run_1/registers.png
(4 px per um) Other sequential cells in the stronger gray, the rest of the logic in the fainter gray.
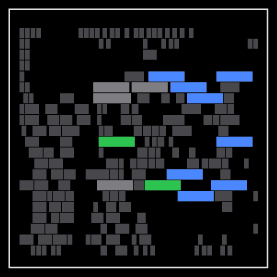
run_1/gate_families.png
(6 px per um)
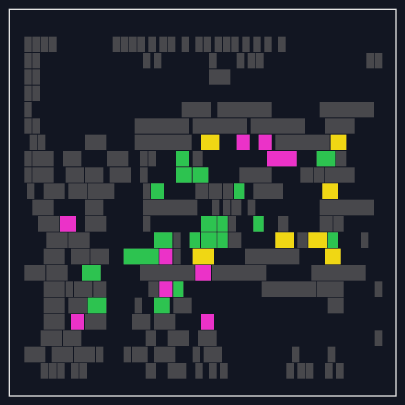
run_1/final_clocks.png
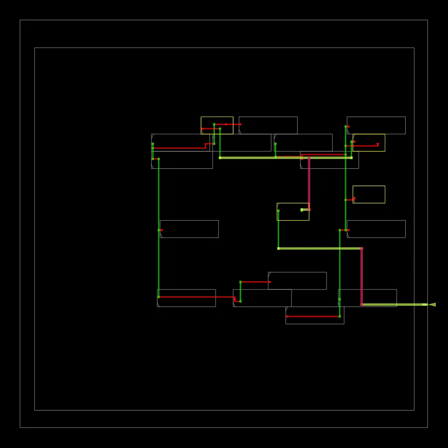
run_1/port_nets.png
(8 px per um)
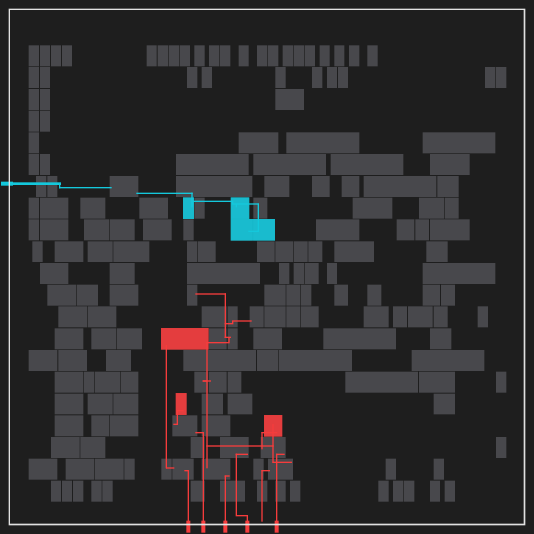
### config.mk
export PLATFORM = sky130hd
export DESIGN_NAME = hazard_ctrl_flat
export DESIGN_NICKNAME = d
export VERILOG_FILES = /design/src/rtl/hazard_ctrl_if.sv /design/src/rtl/hazard_ctrl.sv /design/src/flat_wrapper.sv
export SDC_FILE = /design/constraint.sdc
export NUM_CORES = 1
export LEC_CHECK = 0
export CAP_MARGIN = 15
export CORE_MARGIN = 2
export CORE_UTILIZATION = 38
export CTS_BUF_LIST = sky130_fd_sc_hd__clkbuf_8
export DETAILED_ROUTE_END_ITERATION = 16
export GPL_ROUTABILITY_DRIVEN = 1
export GPL_TIMING_DRIVEN = 0
export PLACE_DENSITY_LB_ADDON = 0.25
export RECOVER_POWER = 100
export REMOVE_ABC_BUFFERS = 1
export SLEW_MARGIN = 15
export SYNTH_ARGS = -nofsm -noshare
export SYNTH_HDL_FRONTEND = slang
export SYNTH_SLANG_ARGS = --single-unit
### constraint.sdc
create_clock -name clk -period 2.9 [get_ports clk]
set_input_delay 0.58 -clock clk [delete_from_list [all_inputs] [get_ports clk]]
set_output_delay 0.58 -clock clk [all_outputs]
set_load 0.03 [all_outputs]
### src/rtl/hazard_ctrl_if.sv
// Hazard-controller signal bundle: the ID/EX hazard inputs, memory and debug
// requests, and the per-stage stall/flush controls with their status outputs.
interface hazard_ctrl_if;
    logic [4:0]  id_r1_i;
    logic [4:0]  id_r2_i;
    logic        id_r1_used_i;
    logic        id_r2_used_i;
    logic [4:0]  idex_rd_i;
    logic        idex_mem_re_i;
    logic        br_jmp_en_i;
    logic        dmem_busy_i;
    logic        dbg_halt_i;
    logic        dbg_resume_i;
    logic [4:0]  stall_o;
    logic [4:0]  flush_o;
    logic        halted_o;
    logic        mem_timeout_o;
    logic [31:0] stall_cnt_o;
    logic [31:0] flush_cnt_o;

    modport master (
        output id_r1_i, id_r2_i, id_r1_used_i, id_r2_used_i,
        output idex_rd_i, idex_mem_re_i, br_jmp_en_i, dmem_busy_i,
        output dbg_halt_i, dbg_resume_i,
        input  stall_o, flush_o, halted_o, mem_timeout_o,
        input  stall_cnt_o, flush_cnt_o
    );

    modport slave (
        input  id_r1_i, id_r2_i, id_r1_used_i, id_r2_used_i,
        input  idex_rd_i, idex_mem_re_i, br_jmp_en_i, dmem_busy_i,
        input  dbg_halt_i, dbg_resume_i,
        output stall_o, flush_o, halted_o, mem_timeout_o,
        output stall_cnt_o, flush_cnt_o
    );
endinterface

### src/rtl/hazard_ctrl.sv
// Pipeline hazard controller: load-use stall, branch flush, data-memory wait with
// timeout, and debug halt/resume. Define HAZARD_PERF_CNT_EN to build the stall/flush counters.
module hazard_ctrl #(
    parameter int unsigned MEM_WAIT_MAX = 16
) (
    input logic         clk,
    input logic         rst,
    hazard_ctrl_if.slave hz
);

    typedef enum logic [1:0] {
        ST_RUN,
        ST_MEM_WAIT,
        ST_HALT
    } state_t;

    localparam logic [7:0] WAIT_LIMIT = 8'(MEM_WAIT_MAX);

    localparam logic [4:0] STALL_LOAD_USE = 5'b00011;
    localparam logic [4:0] FLUSH_LOAD_USE = 5'b00100;
    localparam logic [4:0] FLUSH_BRANCH   = 5'b00110;
    localparam logic [4:0] STALL_MEM      = 5'b01111;
    localparam logic [4:0] FLUSH_MEM      = 5'b10000;

    state_t     state_q, state_d;
    logic [7:0] wait_q, wait_d;
    logic       timeout_q, timeout_d;
    logic       halt_armed_q, halt_armed_d;
    logic       halt_pend_q, halt_pend_d;
    logic       lu_done_q, lu_done_d;

    logic       lu_raw;
    logic       halt_new;
    logic       run_rules;
    logic       lu_stall;
    logic [4:0] stall_core;
    logic [4:0] flush_core;

    always_comb begin
        lu_raw = hz.idex_mem_re_i && (hz.idex_rd_i != '0) &&
                 (((hz.idex_rd_i == hz.id_r1_i) && hz.id_r1_used_i) ||
                  ((hz.idex_rd_i == hz.id_r2_i) && hz.id_r2_used_i));
        halt_new = hz.dbg_halt_i && halt_armed_q;
    end

    always_ff @(posedge clk or posedge rst) begin
        if (rst) begin
            state_q      <= ST_RUN;
            wait_q       <= '0;
            timeout_q    <= 1'b0;
            halt_armed_q <= 1'b1;
            halt_pend_q  <= 1'b0;
            lu_done_q    <= 1'b0;
        end else begin
            state_q      <= state_d;
            wait_q       <= wait_d;
            timeout_q    <= timeout_d;
            halt_armed_q <= halt_armed_d;
            halt_pend_q  <= halt_pend_d;
            lu_done_q    <= lu_done_d;
        end
    end

    always_comb begin
        state_d     = state_q;
        wait_d      = wait_q;
        timeout_d   = timeout_q;
        halt_pend_d = halt_pend_q;
        run_rules   = 1'b0;
        lu_stall    = 1'b0;
        stall_core  = '0;
        flush_core  = '0;

        unique case (state_q)
            ST_RUN: begin
                if (hz.dmem_busy_i) begin
                    stall_core  = STALL_MEM;
                    flush_core  = FLUSH_MEM;
                    wait_d      = 8'd1;
                    halt_pend_d = halt_new;
                    state_d     = ST_MEM_WAIT;
                end else begin
                    run_rules = 1'b1;
                    state_d   = halt_new ? ST_HALT : ST_RUN;
                end
            end
            ST_MEM_WAIT: begin
                if (hz.dmem_busy_i && (wait_q < WAIT_LIMIT)) begin
                    stall_core  = STALL_MEM;
                    flush_core  = FLUSH_MEM;
                    wait_d      = wait_q + 8'd1;
                    halt_pend_d = halt_pend_q || halt_new;
                end else begin
                    // Wait over (memory ready or timed out): a halt requested during it takes effect now.
                    run_rules   = 1'b1;
                    timeout_d   = timeout_q || hz.dmem_busy_i;
                    wait_d      = '0;
                    halt_pend_d = 1'b0;
                    state_d     = (halt_pend_q || halt_new) ? ST_HALT : ST_RUN;
                end
            end
            ST_HALT: begin
                stall_core = '1;
                if (hz.dbg_resume_i) begin
                    state_d = ST_RUN;
                end
            end
            default: begin
                state_d = ST_RUN;
            end
        endcase

        if (run_rules) begin
            if (hz.br_jmp_en_i) begin
                flush_core = FLUSH_BRANCH;
            end else if (lu_raw && !lu_done_q) begin
                stall_core = STALL_LOAD_USE;
                flush_core = FLUSH_LOAD_USE;
                lu_stall   = 1'b1;
            end
        end

        // A held hazard stalls once; it must clear before another stall can issue.
        lu_done_d = lu_raw && (lu_done_q || lu_stall);

        if ((state_q == ST_HALT) && hz.dbg_resume_i) begin
            halt_armed_d = !hz.dbg_halt_i;
        end else begin
            halt_armed_d = halt_armed_q || !hz.dbg_halt_i;
        end
    end

    assign hz.stall_o       = rst ? 5'b00000 : stall_core;
    assign hz.flush_o       = rst ? 5'b11111 : flush_core;
    assign hz.halted_o      = (state_q == ST_HALT);
    assign hz.mem_timeout_o = timeout_q;

`ifdef HAZARD_PERF_CNT_EN
    logic [31:0] stall_cnt_q;
    logic [31:0] flush_cnt_q;

    // Branch flush is the only source of the 00110 pattern.
    always_ff @(posedge clk or posedge rst) begin
        if (rst) begin
            stall_cnt_q <= '0;
            flush_cnt_q <= '0;
        end else begin
            if (stall_core[0]) begin
                stall_cnt_q <= stall_cnt_q + 32'd1;
            end
            if (flush_core == FLUSH_BRANCH) begin
                flush_cnt_q <= flush_cnt_q + 32'd1;
            end
        end
    end

    assign hz.stall_cnt_o = stall_cnt_q;
    assign hz.flush_cnt_o = flush_cnt_q;
`else
    assign hz.stall_cnt_o = '0;
    assign hz.flush_cnt_o = '0;
`endif

endmodule

### src/flat_wrapper.sv
// flat-port wrapper written by rule: the top's interface ports become plain ports
module hazard_ctrl_flat 
#(
    parameter int unsigned MEM_WAIT_MAX = 16
)
  (clk, rst, hz_id_r1_i, hz_id_r2_i, hz_id_r1_used_i, hz_id_r2_used_i, hz_idex_rd_i, hz_idex_mem_re_i, hz_br_jmp_en_i, hz_dmem_busy_i, hz_dbg_halt_i, hz_dbg_resume_i, hz_stall_o, hz_flush_o, hz_halted_o, hz_mem_timeout_o, hz_stall_cnt_o, hz_flush_cnt_o);
  hazard_ctrl_if hz_i ();
  input logic clk;
  input logic rst;
  input wire logic [$bits(hz_i.id_r1_i)-1:0] hz_id_r1_i;
  input wire logic [$bits(hz_i.id_r2_i)-1:0] hz_id_r2_i;
  input wire logic [$bits(hz_i.id_r1_used_i)-1:0] hz_id_r1_used_i;
  input wire logic [$bits(hz_i.id_r2_used_i)-1:0] hz_id_r2_used_i;
  input wire logic [$bits(hz_i.idex_rd_i)-1:0] hz_idex_rd_i;
  input wire logic [$bits(hz_i.idex_mem_re_i)-1:0] hz_idex_mem_re_i;
  input wire logic [$bits(hz_i.br_jmp_en_i)-1:0] hz_br_jmp_en_i;
  input wire logic [$bits(hz_i.dmem_busy_i)-1:0] hz_dmem_busy_i;
  input wire logic [$bits(hz_i.dbg_halt_i)-1:0] hz_dbg_halt_i;
  input wire logic [$bits(hz_i.dbg_resume_i)-1:0] hz_dbg_resume_i;
  output wire logic [$bits(hz_i.stall_o)-1:0] hz_stall_o;
  output wire logic [$bits(hz_i.flush_o)-1:0] hz_flush_o;
  output wire logic [$bits(hz_i.halted_o)-1:0] hz_halted_o;
  output wire logic [$bits(hz_i.mem_timeout_o)-1:0] hz_mem_timeout_o;
  output wire logic [$bits(hz_i.stall_cnt_o)-1:0] hz_stall_cnt_o;
  output wire logic [$bits(hz_i.flush_cnt_o)-1:0] hz_flush_cnt_o;
  assign hz_i.id_r1_i = hz_id_r1_i;
  assign hz_i.id_r2_i = hz_id_r2_i;
  assign hz_i.id_r1_used_i = hz_id_r1_used_i;
  assign hz_i.id_r2_used_i = hz_id_r2_used_i;
  assign hz_i.idex_rd_i = hz_idex_rd_i;
  assign hz_i.idex_mem_re_i = hz_idex_mem_re_i;
  assign hz_i.br_jmp_en_i = hz_br_jmp_en_i;
  assign hz_i.dmem_busy_i = hz_dmem_busy_i;
  assign hz_i.dbg_halt_i = hz_dbg_halt_i;
  assign hz_i.dbg_resume_i = hz_dbg_resume_i;
  assign hz_stall_o = hz_i.stall_o;
  assign hz_flush_o = hz_i.flush_o;
  assign hz_halted_o = hz_i.halted_o;
  assign hz_mem_timeout_o = hz_i.mem_timeout_o;
  assign hz_stall_cnt_o = hz_i.stall_cnt_o;
  assign hz_flush_cnt_o = hz_i.flush_cnt_o;
  hazard_ctrl #(.MEM_WAIT_MAX(MEM_WAIT_MAX)) u_core (.clk(clk), .rst(rst), .hz(hz_i));
endmodule
==> run notes, run 1 <==
fresh numbers from the pnr run: status=completed, CTS max path bufs=2, Worst Setup End Kind=output pin, top sig layer=met4, yosys stat cell total=159, Top Registers=u_core.wait_q (8), u_core.state_q (2), # clock sinks=14, Tot Pwr=0.000894 W, die height=64.2 um, Storage cell area=352 um^2, Tightest Hold Check Type=reg -> reg, fin nets=219, Top cell excl fill/tap=conb_1, CP Depth=6, list of most frequent post-synthesis cells=68 x buf_4, 13 x dfrtp_1, 8 x xor2_1, 6 x inv_1, 5 x nor3_1, Critical Path Sink=hz_stall_o[0], OpenROAD warning count=25, met1 Resource Use GR=13.2%, Post-Synthesis Cells=159, FMAX=359 MHz, wl on met1=921 um, met3 wire length=259 um, critical path, cell by cell=clkdlybuf4s50_1 -> or4_1 -> o21ai_2 -> or3_1 -> o21bai_1 -> clkbuf_2, EDFF count, synth=0, count leader, synth=buf_4, Mean Syn Cell Area=8.66 um^2, worst hold stages=1, Post-CTS Setup Inserts=0, Largest Register=u_core.wait_q, H-tree Lvls=1, initial antenna violation count=0, RSZ-0062 raised after global routing=false, vias per inst=4.14, max-slew violation count=0, mapped cell area=1380 um^2, R2R Setup Slk=1.25 ns, Post-synth seq share=25.5%, drt pass-1 iters=4, final hold slack=0.461 ns, Startpoint Class=input pin, Slowest cell on crit path=or4_1, metal2 WL=1.36 mm, Comb power frac=48.2%, Crit path largest cell delay=0.56 ns, max cap viols=0, Crit. Startpoint=hz_idex_rd_i[0], clock input transition at the sequential cells of the worst setup and hold paths=0.06 ns, Synth async-reset ratio=100%, power per standard cell area=576 nW/um^2, Final min period=2.79 ns, largest net degree at the start of global routing=15, most frequent logic cells in the routed design=64 x conb_1, 20 x clkdlybuf4s50_1, 13 x dfrtp_1, 8 x xor2_1, average wire per standard cell=10.8 um, sequential group share of total power=30.5%, ranking of synthesized cells by area=buf_4 37%, dfrtp_1 24%, xor2_1 5.1%, dfstp_2 1.9%, nor3_1 1.8%, Vias=990, GRT overflow=0, r2r endpoint=u_core.wait_q[3], Hold Path End=u_core.hz.mem_timeout_o, Final Hold Violating Endpoints=0, initial cell density of the core=40.3%, post-route setup slack=0.113 ns, worst endpoint required time=2.32 ns, first-pass GRT wire length=4.04 mm, setup TNS=0 ns, hpwl dp=2.18 mm, Core Footprint=3420 um^2, CTS Root Cell=clkbuf_8, Worst Reg-to-Reg Cells=4, HP Start=u_core.hz.mem_timeout_o, worst r2r src=u_core.wait_q[6], TritonCTS clock tree=done, CP top delay family=simple AND/OR/NAND/NOR gates, Max IR drop VDD=158 uV, Logic power comb=0.000431 W, hold buffer count at CTS=0, yosys synthesis chip area=1380 um^2, drt drc=0, vias in the first global route=927, busiest layer in global routing=met2, Dominant flop cell=dfrtp_1, initial detailed-routing violation count=41, crit-path max FO=3
Back to the opening pictures, registers.png:
- blue: u_core.wait_q (placed flops 8)
- green: u_core.state_q (placed flops 2)
final core utilization: 45.5%
P_seq: 0.000273 W
flop share of the area: 22.6%

Back to the opening pictures, gate_families.png:
- yellow: AND-OR and OR-AND gates (cells 7)
- magenta: AND and OR gates (cells 9)
- green: inverting AOI/OAI gates (cells 19)
final std cells w/o fill: 239
Comb/total area: 47.7%

Back to the opening pictures, final_clocks.png:
total CTS buffers: 3
Setup Skew: 0.00151 ns
clk latency late pin: 0.25 ns
Clock group: 0.000190 W

Back to the opening pictures, port_nets.png:
- red: hz_flush_o (bits 5; direction output; end cells 3; buffers 6; wire 124 um)
- cyan: hz_dbg_halt_i (bits 1; direction input; end cells 4; buffers 1; wire 34.9 um)
# IOs: 100
count of input and output buffers: 35

## run 1: final cells by class
| class | count | share of cell area (%) |
|---|---|---|
| Clock buffer | 4 | 3.54 |
| Inverter | 6 | 1.45 |
| Multi-Input combinational cell | 134 | 47.7 |
| Sequential cell | 14 | 22.6 |
| Tap cell | 46 | 3.70 |
| Timing Repair Buffer | 35 | 20.9 |
## run 1: cells by family (layout without fill, tap and decap cells)
group | count (synthesis) | in the layout | synth area share (%)
DFF | 14 | 14 | 25.5
and+or+nand+nor | 33 | 33 | 14.9
adders and majority gates | 1 | 1 | 0.908
xor gates and xnor gates | 10 | 10 | 6.36
other | 1 | 64 | 0.272
AOI/OAI and AO/OA | 26 | 26 | 13.4
buffers and inverters | 74 | 45 | 38.7
==> run 2, diff against run 1 <==
--- a/config.mk
+++ b/config.mk
@@ -14,7 +14,6 @@
 export GPL_TIMING_DRIVEN = 0
 export PLACE_DENSITY_LB_ADDON = 0.25
 export RECOVER_POWER = 100
-export REMOVE_ABC_BUFFERS = 1
 export SLEW_MARGIN = 15
 export SYNTH_ARGS = -nofsm -noshare
 export SYNTH_HDL_FRONTEND = slang
==> run notes, run 2 <==
fresh numbers from the pnr run: top sig layer=met4, final core utilization=61.5%, Setup Skew=0.00487 ns, mapped cell area=1380 um^2, # clock sinks=14, wl on met1=985 um, Slowest cell on crit path=or4b_1, flop share of the area=16.7%, Crit. Startpoint=hz_dmem_busy_i, fin nets=289, Top Registers=u_core.wait_q (8), u_core.state_q (2), yosys synthesis chip area=1380 um^2, total CTS buffers=3, FMAX=359 MHz, Core Footprint=3420 um^2, tap cell count=46, Tightest Hold Check Type=reg -> reg, Startpoint Class=input pin, OpenROAD warning count=27, hpwl dp=2.30 mm, vias per inst=3.80, Comb/total area=36.1%, clkbuf count=4, largest net degree at the start of global routing=15, Synth async-reset ratio=100%, count of input and output buffers=35, CP top delay family=buffers and inverters, busiest layer in global routing=met2, HP Start=u_core.hz.mem_timeout_o, ranking of synthesized cells by area=buf_4 37%, dfrtp_1 24%, xor2_1 5.1%, dfstp_2 1.9%, nor3_1 1.8%, largest class=buffers, flip-flops=14, metal2 WL=1.39 mm, Final Hold Violating Endpoints=0, Final min period=2.78 ns, Post-synth seq share=25.5%, count leader, synth=buf_4, sequential group share of total power=27.7%, Top cell excl fill/tap=buf_4, initial antenna violation count=0, Crit path largest cell delay=0.55 ns, Max IR drop VDD=283 uV, most frequent logic cells in the routed design=69 x buf_4, 64 x conb_1, 15 x clkdlybuf4s50_1, 13 x dfrtp_1, 8 x xor2_1, die height=64.2 um, max-slew violation count=0, vias in the first global route=1,042, Storage cell area=352 um^2, status=completed, critical path, cell by cell=clkbuf_1 -> or4b_1 -> o211a_1 -> a21oi_2 -> inv_1 -> dlygate4sd2_1, initial detailed-routing violation count=35, clock input transition at the sequential cells of the worst setup and hold paths=0.06 ns, clk latency late pin=0.25 ns, worst hold stages=1, Tot Pwr=0.000983 W, setup TNS=0 ns, inverters=6, H-tree Lvls=1, r2r endpoint=u_core.state_q[1], setup violators final=0, Worst Setup End Kind=output pin, Mean Syn Cell Area=8.66 um^2, Post-Synthesis Cells=159, Post-CTS Setup Inserts=1, GRT overflow=0, Hold Path End=u_core.hz.mem_timeout_o, post-route setup slack=0.118 ns, final hold slack=0.451 ns, crit-path max FO=7, # IOs=100, hold buffer count at CTS=0, CP Depth=6, worst endpoint required time=2.32 ns, NonClk Buf Share=40.8%, CTS Root Cell=clkbuf_8, max cap viols=0, drt pass-1 iters=4, EDFF count, synth=0, drt drc=0, Comb gates=134, TritonCTS clock tree=done, Largest Register=u_core.wait_q, first-pass GRT wire length=4.27 mm, Dominant flop cell=dfrtp_1
## run 2: power groups by stage
stage,Sequential (W),Combinational (W),Clock (W)
floorplan,0.000272,0.000390,0
global placement,0.000273,0.000522,0
detailed placement,0.000274,0.000527,0
CTS,0.000271,0.000526,0.000200
global route,0.000276,0.000555,0.000210
finish,0.000272,0.000515,0.000195
## run 2: logic make-up (layout without fill, tap and decap cells)
family | Yosys count | in the layout | share of synthesized area, %
buffers and inverters | 74 | 115 | 38.7
and+or+nand+nor | 33 | 33 | 14.9
AOI/OAI and AO/OA | 26 | 26 | 13.4
DFF | 14 | 14 | 25.5
xor gates and xnor gates | 10 | 10 | 6.36
adders and majority gates | 1 | 1 | 0.908
other | 1 | 64 | 0.272
run_2/port_nets.png
(8 px per um)
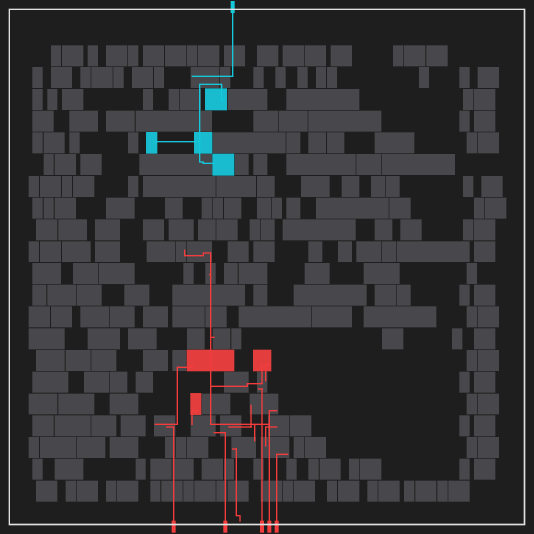

run_2/metal_stack.png
(6 px per um)
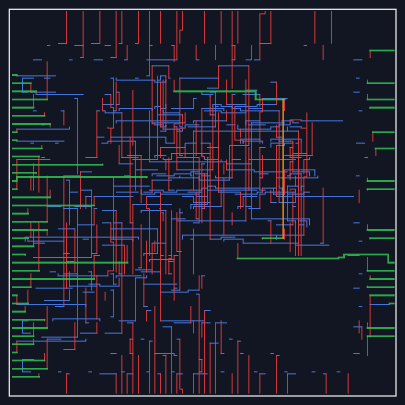
- green: met3 (wire length 320 um)
- red: met2 (wire length 1,390 um)
- blue: met1 (wire length 985 um)
- orange: met4 (wire length 23.1 um)
Vias: 1,173
average wire per standard cell: 8.81 um
Detailed Route WL: 2.72 mm
GRT Resource Usage Total: 13.0%

==> run 3, diff against run 2 <==
--- a/config.mk
+++ b/config.mk
@@ -14,7 +14,8 @@
 export GPL_TIMING_DRIVEN = 0
 export PLACE_DENSITY_LB_ADDON = 0.25
 export RECOVER_POWER = 100
-export SLEW_MARGIN = 15
+export REMOVE_ABC_BUFFERS = 1
+export SLEW_MARGIN = 20
 export SYNTH_ARGS = -nofsm -noshare
 export SYNTH_HDL_FRONTEND = slang
 export SYNTH_SLANG_ARGS = --single-unit
==> run notes, run 3 <==
fresh numbers from the pnr run: GRT Resource Usage Total=12.3%, final std cells w/o fill=239, fa+ha+maj area frac=0.908%, Post-synth seq share=25.5%, Post-CTS Setup Inserts=0, Synth async-reset ratio=100%, Vias=990, hpwl dp=2.18 mm, Mean Syn Cell Area=8.66 um^2, total CTS buffers=3, Core Footprint=3420 um^2, list of most frequent post-synthesis cells=68 x buf_4, 13 x dfrtp_1, 8 x xor2_1, 6 x inv_1, 5 x nor3_1, NonClk Buf Share=20.9%, Simple-Gate Area Share=14.9%, status=completed, sequential group share of total power=30.5%, ranking of synthesized cells by area=buf_4 37%, dfrtp_1 24%, xor2_1 5.1%, dfstp_2 1.9%, nor3_1 1.8%, setup violators final=0, Final Hold Violating Endpoints=0, count of non-CTS buffers in the layout=35, FMAX=359 MHz, worst r2r src=u_core.wait_q[6], initial cell density of the core=40.3%, first-pass GRT wire length=4.04 mm, RSZ-0062 raised after global routing=false, Comb/total area=47.7%, Post-Synthesis Cells=159, final core utilization=45.5%, post-synthesis mux area share=0%, Dominant flop cell=dfrtp_1, worst hold stages=1, XORs/XNORs by Area=6.36%, CTS max path bufs=2, mapped cell area=1380 um^2, yosys stat cell total=159, power per standard cell area=576 nW/um^2, crit-path max FO=3, count leader, synth=buf_4, initial detailed-routing violation count=41, Tightest Hold Check Type=reg -> reg, fin nets=219, Hold Path End=u_core.hz.mem_timeout_o, flop share of the area=22.6%, r2r endpoint=u_core.wait_q[3], CTS Root Cell=clkbuf_8, R2R Setup Slk=1.25 ns, drt pass-1 iters=4, GRT overflow=0, HP Start=u_core.hz.mem_timeout_o
[run 3: cell types whose count changed in the layout (fill, tap and decap cells not counted), moves of 2 or more]
cell | before | now
clkbuf_4 | 2 | 0
dlymetal6s2s_1 | 5 | 0
clkbuf_1 | 3 | 1
buf_4 | 69 | 1
clkdlybuf4s50_1 | 15 | 20
[run 3: power groups by stage]
stage	registers (W)	logic [W]	clock network, W
finish	0.000273	0.000431	0.000190
global route	0.000279	0.000465	0.000204
CTS	0.000272	0.000438	0.000196
detailed placement	0.000275	0.000450	0
global placement	0.000273	0.000441	0
floorplan	0.000272	0.000309	0
[run 3: routing by layer]
layer / global-route usage, % / vias up / share of wire (%)
li1: - / 476 / -
met2: 22.0 / 53 / 53
met4: 4.26 / 0 / 1.6
met3: 4.58 / 6 / 10
met1: 13.2 / 455 / 36
met5: 0 / - / 0
run_3/gate_families.png
(6 px per um)
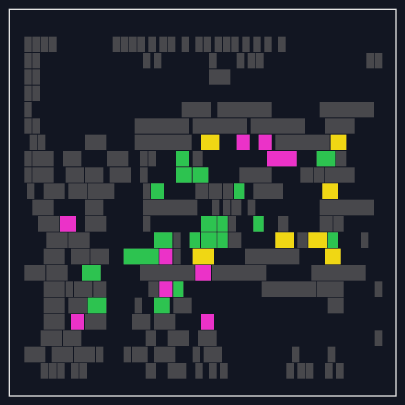
- yellow: AND-OR and OR-AND gates (cells 7)
- green: inverting AOI/OAI gates (cells 19)
- magenta: AND and OR gates (cells 9)
Top cell excl fill/tap: conb_1

run_3/final_clocks.png
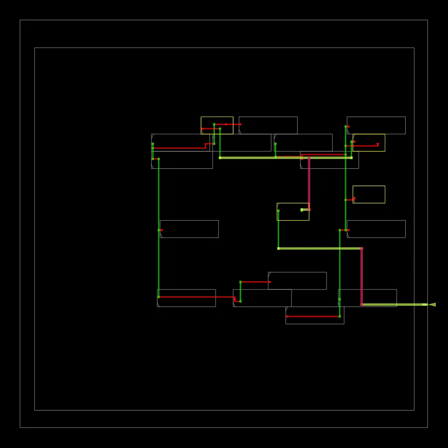
flip-flops: 14
clkbuf count: 4

No activity file was given, so power comes from the tool's default toggle rates.
